$ cat src/rtl/load_store_unit.sv
// ============================================================================
//  Module   : load_store_unit
//  Purpose  : Memory-stage load/store unit in front of the word-addressed data
//             memory. Checks alignment and range, performs full-word accesses
//             only (sub-word stores use read-modify-write). Optional macro
//             LSU_SUBWORD_EN enables byte/halfword support.
//  Revision : 1.0 - initial release
// ============================================================================
`default_nettype none

module load_store_unit #(
    parameter logic [31:0] BASE_ADDR = 32'h0040_0000,
    parameter int unsigned DEPTH     = 64
) (
    input  logic        clk,
    input  logic        reset,
    input  logic        req_valid,
    output logic        req_ready,
    input  logic        req_we,
    input  logic [1:0]  req_size,
    input  logic        req_signed,
    input  logic [31:0] req_addr,
    input  logic [31:0] req_wdata,
    output logic        resp_valid,
    output logic [31:0] resp_rdata,
    output logic        resp_err,
    output logic [31:0] mem_dir,
    output logic [31:0] mem_data_input,
    output logic        mem_rd,
    output logic        mem_wd,
    input  logic [31:0] mem_data_output
);

    typedef enum logic [1:0] {
        S_IDLE  = 2'd0,
        S_READ  = 2'd1,
        S_WRITE = 2'd2,
        S_RESP  = 2'd3
    } state_t;

    // 33-bit bounds so the end address cannot wrap
    localparam logic [32:0] c_base  = {1'b0, BASE_ADDR};
    localparam logic [32:0] c_limit = c_base + 33'(4 * DEPTH);

    state_t      state_q, state_d;
    logic [29:0] addr_q, addr_d;
    logic [31:0] wdata_q, wdata_d;
    logic [31:0] rdata_q, rdata_d;
    logic        err_q, err_d;
    logic [32:0] w_addr_ext;
    logic        w_req_err;

`ifdef LSU_SUBWORD_EN
    logic        we_q, we_d;
    logic [1:0]  size_q, size_d;
    logic        signed_q, signed_d;
    logic [1:0]  off_q, off_d;

    function automatic logic [31:0] f_extract(input logic [31:0] word, input logic [1:0] size,
                                              input logic [1:0] off, input logic sgn);
        logic [31:0] sh;
        sh = word >> {off, 3'b000};
        case (size)
            2'b00:   f_extract = {{24{sgn & sh[7]}}, sh[7:0]};
            2'b01:   f_extract = {{16{sgn & sh[15]}}, sh[15:0]};
            default: f_extract = word;
        endcase
    endfunction

    function automatic logic [31:0] f_merge(input logic [31:0] word, input logic [31:0] wdata,
                                            input logic [1:0] size, input logic [1:0] off);
        logic [31:0] mask;
        logic [31:0] data;
        case (size)
            2'b00: begin
                mask = 32'h0000_00FF << {off, 3'b000};
                data = {24'h0, wdata[7:0]} << {off, 3'b000};
            end
            2'b01: begin
                mask = 32'h0000_FFFF << {off[1], 4'b0000};
                data = {16'h0, wdata[15:0]} << {off[1], 4'b0000};
            end
            default: begin
                mask = 32'hFFFF_FFFF;
                data = wdata;
            end
        endcase
        f_merge = (word & ~mask) | (data & mask);
    endfunction
`else
    logic w_unused;
    assign w_unused = req_signed;
`endif

    assign w_addr_ext = {1'b0, req_addr};

    always_comb begin
        w_req_err = 1'b0;
        if (req_size == 2'b11)                          w_req_err = 1'b1;
        if (req_size == 2'b01 && req_addr[0])           w_req_err = 1'b1;
        if (req_size == 2'b10 && req_addr[1:0] != 2'b00) w_req_err = 1'b1;
        if (w_addr_ext < c_base || w_addr_ext >= c_limit) w_req_err = 1'b1;
`ifndef LSU_SUBWORD_EN
        if (!req_size[1])                               w_req_err = 1'b1;
`endif
    end

    always_comb begin
        state_d  = state_q;
        addr_d   = addr_q;
        wdata_d  = wdata_q;
        rdata_d  = rdata_q;
        err_d    = err_q;
`ifdef LSU_SUBWORD_EN
        we_d     = we_q;
        size_d   = size_q;
        signed_d = signed_q;
        off_d    = off_q;
`endif
        unique case (state_q)
            S_IDLE: begin
                if (req_valid) begin
                    addr_d   = req_addr[31:2];
                    wdata_d  = req_wdata;
                    rdata_d  = 32'h0;
`ifdef LSU_SUBWORD_EN
                    we_d     = req_we;
                    size_d   = req_size;
                    signed_d = req_signed;
                    off_d    = req_addr[1:0];
`endif
                    if (w_req_err) begin
                        err_d   = 1'b1;
                        state_d = S_RESP;
                    end else if (req_we && req_size == 2'b10) begin
                        err_d   = 1'b0;
                        state_d = S_WRITE;
                    end else begin
                        err_d   = 1'b0;
                        state_d = S_READ;
                    end
                end
            end
            S_READ: begin
`ifdef LSU_SUBWORD_EN
                if (we_q) begin
                    wdata_d = f_merge(mem_data_output, wdata_q, size_q, off_q);
                    state_d = S_WRITE;
                end else begin
                    rdata_d = f_extract(mem_data_output, size_q, off_q, signed_q);
                    state_d = S_RESP;
                end
`else
                rdata_d = mem_data_output;
                state_d = S_RESP;
`endif
            end
            S_WRITE: state_d = S_RESP;
            S_RESP: begin
                state_d = S_IDLE;
                rdata_d = 32'h0;
                err_d   = 1'b0;
            end
        endcase
    end

    always_ff @(posedge clk) begin
        if (reset) begin
            state_q  <= S_IDLE;
            addr_q   <= '0;
            wdata_q  <= '0;
            rdata_q  <= '0;
            err_q    <= 1'b0;
`ifdef LSU_SUBWORD_EN
            we_q     <= 1'b0;
            size_q   <= 2'b00;
            signed_q <= 1'b0;
            off_q    <= 2'b00;
`endif
        end else begin
            state_q  <= state_d;
            addr_q   <= addr_d;
            wdata_q  <= wdata_d;
            rdata_q  <= rdata_d;
            err_q    <= err_d;
`ifdef LSU_SUBWORD_EN
            we_q     <= we_d;
            size_q   <= size_d;
            signed_q <= signed_d;
            off_q    <= off_d;
`endif
        end
    end

    // Strobes are masked by reset so an aborted WRITE never commits
    assign req_ready      = (state_q == S_IDLE) && !reset;
    assign resp_valid     = (state_q == S_RESP) && !reset;
    assign resp_rdata     = rdata_q;
    assign resp_err       = err_q;
    assign mem_rd         = (state_q == S_READ) && !reset;
    assign mem_wd         = (state_q == S_WRITE) && !reset;
    assign mem_dir        = (state_q == S_IDLE) ? 32'h0 : {addr_q, 2'b00};
    assign mem_data_input = (state_q == S_WRITE) ? wdata_q : 32'h0;

endmodule

`default_nettype wire

$ cat config.mk
export PLATFORM = sky130hd
export DESIGN_NAME = load_store_unit
export DESIGN_NICKNAME = d
export VERILOG_FILES = /design/src/rtl/load_store_unit.sv
export SDC_FILE = /design/constraint.sdc
export NUM_CORES = 1
export LEC_CHECK = 0
export CAP_MARGIN = 20
export CORE_AREA = 2 2 122 124
export DETAILED_ROUTE_END_ITERATION = 6
export DIE_AREA = 0 0 124 126
export PLACE_DENSITY = 0.69
export SETUP_SLACK_MARGIN = 0.2
export SLEW_MARGIN = 20
export SYNTH_ARGS = -nofsm -noshare
export SYNTH_HDL_FRONTEND = slang
export SYNTH_SLANG_ARGS = --single-unit
$ cat constraint.sdc
create_clock -name clk -period 2 [get_ports clk]
set_input_delay 0.3 -clock clk [delete_from_list [all_inputs] [get_ports clk]]
set_output_delay 0.3 -clock clk [all_outputs]
set_load 0.05 [all_outputs]
Cell classes on the final placement:
Scale bar: 20 µm. Fill, decap, tap and diode cells in grey.
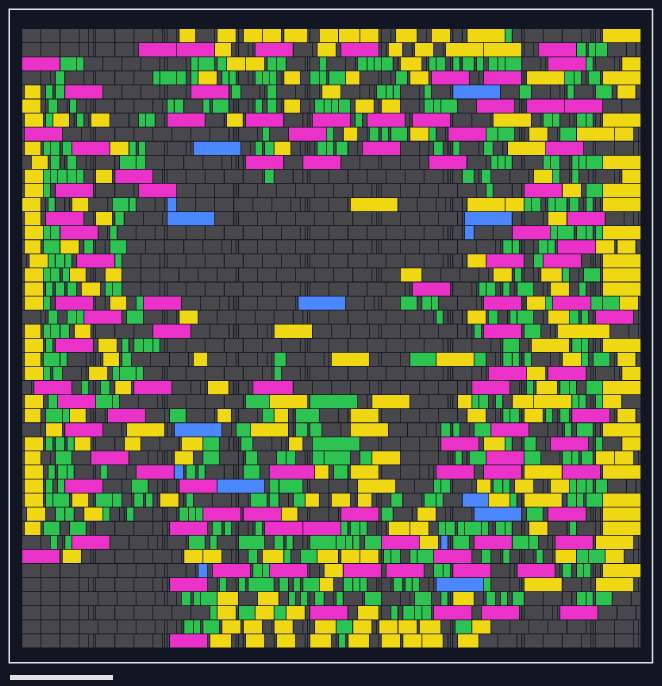
Key: flops = magenta [cells 97]; clock drivers and dummy loads = blue [cells 15]; other buffers and delay cells = yellow [cells 220]; combinational and other logic = green [cells 414]
area inside the core boundary: 14,310 µm²
design area: 7305 µm²
sequential portion of the cell area: 26.65%
total number of placement rows: 44

==> metrics.log <==
[report] extracting results
[metrics] most frequent logic cell in the layout: sky130_fd_sc_hd__nand2_1
[metrics] fraction of final layout cells with drive strength greater than 1: 23.86%
[metrics] mean instance size in the synthesized netlist: 7.574 µm²
[metrics] reg-to-reg critical path startpoint: state_q[1]
[metrics] status: completed
[metrics] highest net fanout along the worst path: 6
[metrics] worst reg2reg path depth: 7
[metrics] antenna violations before repair: 0
[metrics] DRC Markers: 0
[metrics] clock-pin slew on the worst setup and hold paths: 60 ps
[metrics] CTS root buffer: sky130_fd_sc_hd__clkbuf_16
[metrics] total die size: 15,620 µm²
[metrics] number of warning messages in the yosys log: 0
[metrics] post-synthesis share of cell area spent on full adders, half adders and majority gates: 1.478%
[metrics] DRC marker count from the first detailed-route iteration: 213
[metrics] end of the critical path: mem_dir[6]
[metrics] count of hold buffers inserted by post-cts repair: 0
[metrics] instance area after placement: 6715 µm²
[metrics] Worst Slack Setup Final: roughly 250 ps
[metrics] Max Clk Rate: 0.5725 GHz
[metrics] switching power total: about 2.8 mW
[metrics] Top Ports: between 200 and 250
[metrics] number of failing hold endpoints at the final stage: 0
[metrics] cell taking the most area after synthesis: sky130_fd_sc_hd__dfxtp_1
[metrics] type of the most critical hold path: in -> reg
[metrics] #FFs+latches synth: a little under 100
[metrics] fraction of power spent switching nets: 39.29%
[metrics] number of maximum-capacitance constraint violations: 0
[metrics] power density over the cells: 974.4 nW/µm²
[metrics] data arrival time of the critical path: 1450 ps
[metrics] diode count: 0
[metrics] critical path launch point type: register
[metrics] OpenROAD warning count: 34
[metrics] yosys stat cell total: 559
[metrics] Num CTS Buffers: 9
[metrics] part of the total power dissipated in sequential elements: 32.5%
[metrics] Fin Setup TNS: 0 ps
[metrics] final non-filler cell total: 930
[metrics] dominant kind of combinational cell: simple AND/OR/NAND/NOR gates
[metrics] final period utilization: 87.33%
[metrics] flip-flop and latch area: 1947 µm²
[metrics] most area-consuming cells after synthesis: sky130_fd_sc_hd__dfxtp_1, sky130_fd_sc_hd__nand2_1, sky130_fd_sc_hd__a21oi_1, sky130_fd_sc_hd__nor2b_1, sky130_fd_sc_hd__and2_1
[metrics] global route overflow: 0
[metrics] total cell area reported by yosys after synthesis: between 4000 and 5000 µm²
[metrics] Tmin final: roughly 1700 ps
[metrics] signed area change from the synthesized netlist to the final layout: 72.52%
[metrics] Worst Hold Slack: about 340 ps
[metrics] count of clock tree sinks: between 90 and 100
[metrics] P_int: 4.321 mW
[metrics] launching element of the worst setup path: state_q[1]
[metrics] detailed-route vias per instance: between 4 and 5
[metrics] Die Height: 126 µm
[metrics] NumNets Final: 850
[metrics] number of nets still failing antenna checks after routing: 0
[metrics] worst setup slack for register-to-register paths: approximately 430 ps
[metrics] library cells used by synthesis: 26
[metrics] complex-gate fraction of the synthesized area: 13.89%
[metrics] number of global-route vias before repair: 4,108
[metrics] wire length per cell after detailed routing: 14.23 µm
[metrics] final estimated routing congestion in global placement: 0.7249
[metrics] Setup crit end kind: output pin
[metrics] Max Transition Viols Final: 0
[metrics] number of cells in the design after placement: 911
[metrics] most common logic cells in the final layout: sky130_fd_sc_hd__nand2_1, sky130_fd_sc_hd__clkdlybuf4s50_1, sky130_fd_sc_hd__dfxtp_1, sky130_fd_sc_hd__a21oi_1, sky130_fd_sc_hd__buf_12
[metrics] filler cell count in the final layout: 1,376
Clock network drawn from the DEF:
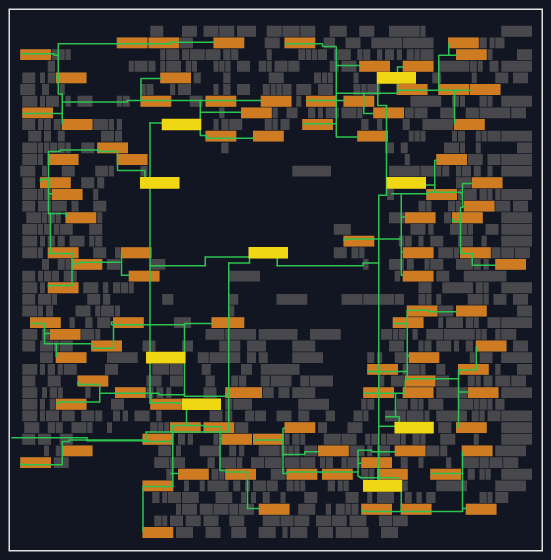
Key: clock drivers = yellow [count 9]; flip-flops = orange [count 97]; clock wires = green [length 1,330 µm]
Position of the flops: spread over the die. There are 10 routed clock nets.
power in the clock group: 1.59 mW
clock network fraction of total power: 22.4%
setup clock skew after layout: 4.204 ps
clock insertion delay at the later pin of the skew report: 340 ps

[flip-flops by register name, summed over array words and instances (netlist names)]
register,cells
resp_rdata,32
wdata_q,32
addr_q,30
state_q,2
resp_err,1
[final cells by class]
cell class / instances / share of cell area, %
sequential: 97 / 26.65
tap: 184 / 3.152
inverter: 3 / 0.2227
multi-input combinational: 411 / 30.32
clock inverter: 4 / 0.2741
clock buffer: 11 / 3.323
timing repair buffer: 220 / 36.06
[timing repair]
action                                  4_1_cts  5_1_grt
resized                                     106       24
buffers inserted                              1        1
pin swaps                                     0        1
endpoints found under the setup margin       96       26
cloned                                        1        1
[kinds of logic after synthesis]
kind of cell    after synthesis
simple gates                303
compound gates              101
flops                        97
buf+inv                      52
fa+ha+maj                     5
other cells                   1
[layer usage]
metal	wire (µm)	vias up	GRT usage [%]
met2	6156	155	27.99
li1	-	2164	-
met3	1311	14	6.793
met1	5541	1954	19.92
met5	0	-	0
met4	222	0	6.081
[cell usage after synthesis]
cell type,count
sky130_fd_sc_hd__buf_6,5
sky130_fd_sc_hd__nor4_1,5
sky130_fd_sc_hd__a31oi_1,1
sky130_fd_sc_hd__a21oi_1,78
sky130_fd_sc_hd__nand4_1,1
sky130_fd_sc_hd__dfxtp_1,97
sky130_fd_sc_hd__nand3_1,2
sky130_fd_sc_hd__or2_1,1
sky130_fd_sc_hd__buf_4,2
sky130_fd_sc_hd__nor4b_1,2
sky130_fd_sc_hd__inv_1,3
sky130_fd_sc_hd__and2_1,33
sky130_fd_sc_hd__nand2_1,157
sky130_fd_sc_hd__nor2_1,34
sky130_fd_sc_hd__buf_2,8
sky130_fd_sc_hd__nor2b_4,1
sky130_fd_sc_hd__a221oi_1,1
sky130_fd_sc_hd__a21oi_2,19
sky130_fd_sc_hd__conb_1,1
sky130_fd_sc_hd__buf_1,4
sky130_fd_sc_hd__o41ai_1,1
sky130_fd_sc_hd__nor2b_1,35
sky130_fd_sc_hd__clkbuf_1,30
sky130_fd_sc_hd__nor3_1,32
sky130_fd_sc_hd__ha_1,5
sky130_fd_sc_hd__a21o_1,1
[power groups by stage]
stage / Clock, mW / Sequential [mW] / Combinational (mW)
6_report: 1.59 / 2.31 / 3.21
5_1_grt: 1.75 / 2.34 / 3.45
4_1_cts: 1.64 / 2.31 / 3.11
3_5_place_dp: 0 / 2.34 / 2.91
3_3_place_gp: 0 / 2.33 / 2.89
2_1_floorplan: 0 / 2.55 / 1.61
[how the worst min path moves through the flow]
| stage | end | start | depth (start not counted) |
|---|---|---|---|
| 3_5_place_dp | addr_q[0] | addr_q[0] | 2 |
| 5_1_grt | resp_rdata[10] | reset | 2 |
| 4_1_cts | resp_rdata[5] | reset | 2 |
| 3_3_place_gp | wdata_q[1] | wdata_q[1] | 2 |
| 2_1_floorplan | state_q[0] | req_we | 1 |
| 6_report | resp_rdata[2] | reset | 2 |
[critical path, stage by stage, from the launching register on]
cell                        delay (ps)
sky130_fd_sc_hd__dfxtp_4           380
sky130_fd_sc_hd__inv_4              50
sky130_fd_sc_hd__ha_4              190
sky130_fd_sc_hd__clkbuf_16         160
sky130_fd_sc_hd__nor2b_1           110
sky130_fd_sc_hd__buf_4             210
No activity file was given, so power comes from the tool's default toggle rates.
